### Met1 routing

Supply wires on this layer in grey.
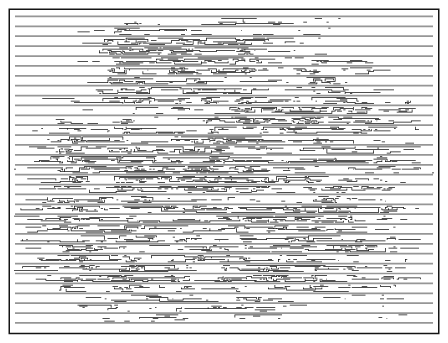
### Metal 2

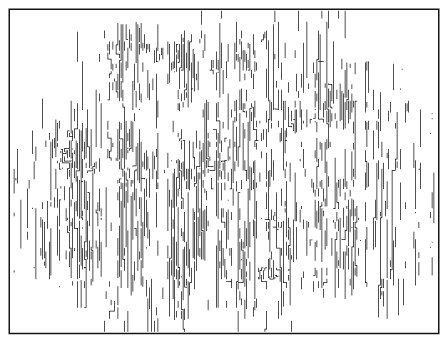
### M3 wires

Scale bar: 20 µm. Cells faint in the background.
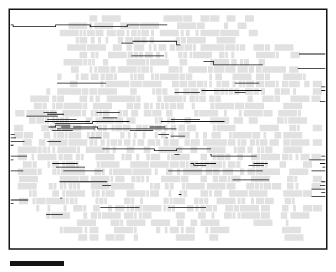
### Met4 routing

Supply wires on this layer in grey. Cells faint in the background.
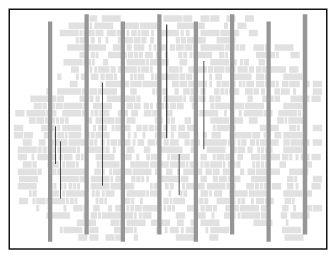
### Clock nets

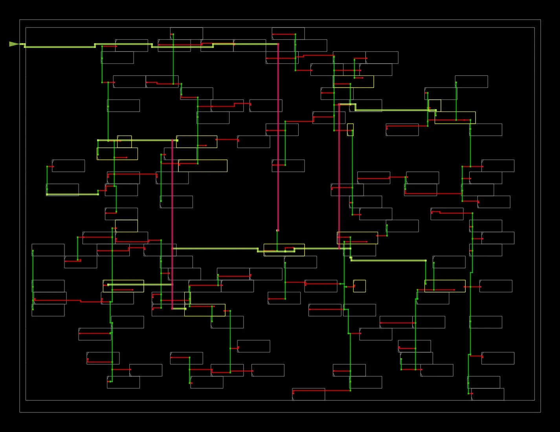
Design rx_packet_framer, sky130hd; sources not shown.
==> run notes <==
Implementation numbers.

- The class of the most critical hold timing path reads in -> reg.
- The standby leakage power is 1.92 nW.
- The power report puts the net switching power at 0.725 mW.
- The area fraction in full adders, half adders and majority gates reads approximately 1.3%.
- The arrival time reported for the critical path endpoint reads 2.38 ns.
- The full die area reads roughly 10000 µm².
- The detailed-route DRC error count is 0.
- The maximum clock rate is 476 MHz.
- Sorting the synthesized cells by area gives the leading types as dfxtp_1 42%, nor2_1 7.2%, nand2_1 5.5%.
- The flow ran to the end, and the final reports show no timing, DRC or antenna violations.
- The portion of synthesized cell area occupied by the leading cell type reads 42.3%.
- The final global-route overflow total is 0.
- The number of warnings in the stage logs reads 27.
- The quantity of I/O buffers inserted on ports reads roughly 43.
- The number of enable-type register cells in the synthesized netlist reads 0.
- In the final routed layout, each cell accounts on average for 14.6 µm.
- The core utilization at floorplan reads 50.8%.
- The total area inside the core boundary comes to 9700 µm².
- The number of cells on the worst hold path is 2.
- The number of antenna violations at the first check in global routing is 0.
- The post-synthesis async set-or-reset flop share is 0%.
- The final-report hold violation count reads 0.
- Combinational logic burns 3.2% of the power.
- The weighted congestion reported at the end of routability-driven placement reads 0.806.
- The post-route antenna net violation count is 0.
- The power group with the largest share reads sequential cells.
- The final number of max-transition violations is 0.
- When the netlist entered floorplanning its net count stood at approximately 600.
- After detailed routing, the number of vias per cell comes to 5.50.
- The worst-case headroom to the max-slew limit is roughly three fifths.
- The final power report lists total power as 3.44 mW.
- The worst-case vdd ir drop is about 0.44 mV.
- The run reported a max-capacitance violation count of 0.
- The final-layout worst hold slack is 0.302 ns.
- The layout overhead on the synthesized area is 18.8%.
- The power report attributes to the clock group a share of 44.5%.
- The synthesized cell area is 4920 µm².
- The largest area contributor in the synthesized netlist is dfxtp_1.
- For this design the ratio of total power to cell area is a little under 600 nW/µm².
- The most frequent cell after synthesis reads dfxtp_1.
- The count of boundary I/O pins reads 44.
- Summed over all nets, the half-perimeter wirelength after detailed placement is slightly below 8 mm.
- Global routing used 22.6% of the available tracks across all layers.
- Setup violations remaining at the end of the flow were counted as 0.
- The post-route met1 wirelength is around 5.3 mm.
- The maximum number of pins on one net before global-route repair is approximately 40.
- The combinational group power is 0.109 mW.
- Per the CTS log, the maximum H-tree level is 3.
- The cell total in the yosys stat output reads 591.
- Summed over all nets, wire length on met3 after detailed routing comes to a little over 700 µm.
- TritonCTS built the clock tree.
- Setup repair after global routing left no endpoint under its margin.
- The basic-gate share of the synthesized area counting and, or, nand and nor cells reads ~26%.
- The height of the chip is 88.8 µm.
- The post-route clock period utilization reads between 90% and 100%.
- The top cell types in the final layout, fill and taps aside, are 104 x dfxtp_1, 93 x nor2_1, 72 x nand2_1, 42 x clkdlybuf4s50_1, 40 x a21oi_1.
- The number of iterations in the first detailed-routing pass is 5.
- The sequential-to-total area share from yosys stat reads 42.3%.
- The data required time reported for the critical path is 2.58 ns.
- For reference, the post-synthesis area per instance comes to roughly 8.3 µm².
- In the post-route analysis, the smallest setup slack over all paths is 0.201 ns.
- The number of nets in the layout reads 650.
- The sequential fraction of design power is a little over half.
- Timing analysis after detailed placement gives a worst setup slack of 0.00405 ns.
- The routing layer with the top usage in global route reads met2.
- The nature of the critical path startpoint reads a register.
- The tally of unique sky130hd cells used after synthesis is 58.
- The largest fanout on the critical path is 32.
- The horizontal extent of the die is about 120 µm.
- By count the netlist is led by 104 x dfxtp_1, 94 x nor2_1, 72 x nand2_1.
- The final setup TNS reads 0 ns.
- The post-cts resize count is 0.
- The post-synthesis share of cell area spent on and-or and or-and gates reads 12.6%.
- The minimum period implied by the final worst setup slack is between 2 and 2.5 ns.
- Signal routing reaches up to met4.
- The area figure in the yosys stat output is 4920 µm².
- The type of the setup path with the least slack is reg -> reg.
- Internal power comes to roughly 2.7 mW.
- The register-to-register path setup slack is 0.20 ns.
- The number of flip-flops under the largest register name is 20.
- The cell count after synthesis came out at approximately 590.
- The fraction of power spent switching nets is 21.1%.
- The number of global-route vias before repair is about 4000.
- The pin slew with the least headroom to its limit reads around 0.6 ns.
- The first global-routing pass estimated between 15 and 20 mm of wire.
- The synthesis run shows multiplexers occupying 6.89% of the cell area.
- The leading register cell type out of synthesis reads dfxtp_1.
- The most frequent logic cell in the layout reads dfxtp_1.
- The worst register-to-register path has a depth of 5.
- The type of destination of the critical path is a register.
- The clock tree root driver cell is clkbuf_16.
- The initial DRC count reads roughly 300.
- The fraction of layout cells with a size suffix above 1 reads about a tenth.
- The post-layout utilization of the core reads between 60% and 70%.
- Row generation in the floorplan step produced 31 rows.
- The number of setup buffers added after CTS is 0.
- The area fraction in xor and xnor cells is 7.47%.
- The maximum number of buffers from clock root to sink is 2.
- The number of diodes added for antenna fixing reads 0.
- For this design, the CTS-stage hold fixing added 0 buffers.
- In the CTS report, the clock slew at the register clock pins of the worst setup and hold paths is listed as roughly 0.070 ns.
- Counting flops and latches in the post-synthesis netlist gives ~100.
- The dominant non-sequential cell family after synthesis reads simple AND/OR/NAND/NOR gates.
- Wire segments on met2 add up to 5.01 mm in the final route.
Notes on 'Met1 routing' above:
share of all routed wire = 48%
longest straight run = 39.1 µm
wire length on this layer = 5350 µm
nets with wire on the layer = 605
main direction = horizontal
total number of vias: 4238
total wire length: 11.2 mm
met1 Resource Use GR: 29.3%

Notes on 'Metal 2' above:
share of all routed wire = 45%
main direction = vertical
longest straight run = 29.6 µm
met2 track utilization from global routing: 36.4%

Notes on 'M3 wires' above:
wire length on this layer = 709 µm
nets with wire on the layer = 61
share of all routed wire = 6.3%
GR Util met3: 6.06%

Notes on 'Met4 routing' above:
main direction = vertical
nets with wire on the layer = 5
share of all routed wire = 1.5%
longest straight run = 42.2 µm
wire length on this layer = 163 µm

Notes on 'Clock nets' above:
Final Skew: 0.00635 ns
number of clock buffers in the layout: 12
later-pin clock latency in the skew report: 0.35 ns
clk pwr: 1.53 mW
number of clock buffers inserted by TritonCTS: 9

## critical path, stage by stage, from the launching register on
cell	delay (ns)
dfxtp_1	0.44
buf_4	0.22
nor4bb_1	0.37
or2_2	0.58
o211ai_1	0.22
a21oi_1	0.18
## final cells by class
type	instances	area, µm²
Tap cell	132	165
Sequential cell	104	2080
Inverter	4	15.0
Timing Repair Buffer	70	628
Multi-Input combinational cell	445	2660
Clock inverter	4	53.8
Clock buffer	12	246
Fill cell	828	3840
## per-stage QoR
step / cell area [µm²] / std cells
after CTS: 5850 / 771
after detailed placement: 5550 / 755
after floorplan: 4920 / 591
after global placement: 5550 / 755
after global routing: 5850 / 771
final: 5850 / 771
No activity file was given, so power comes from the tool's default toggle rates.
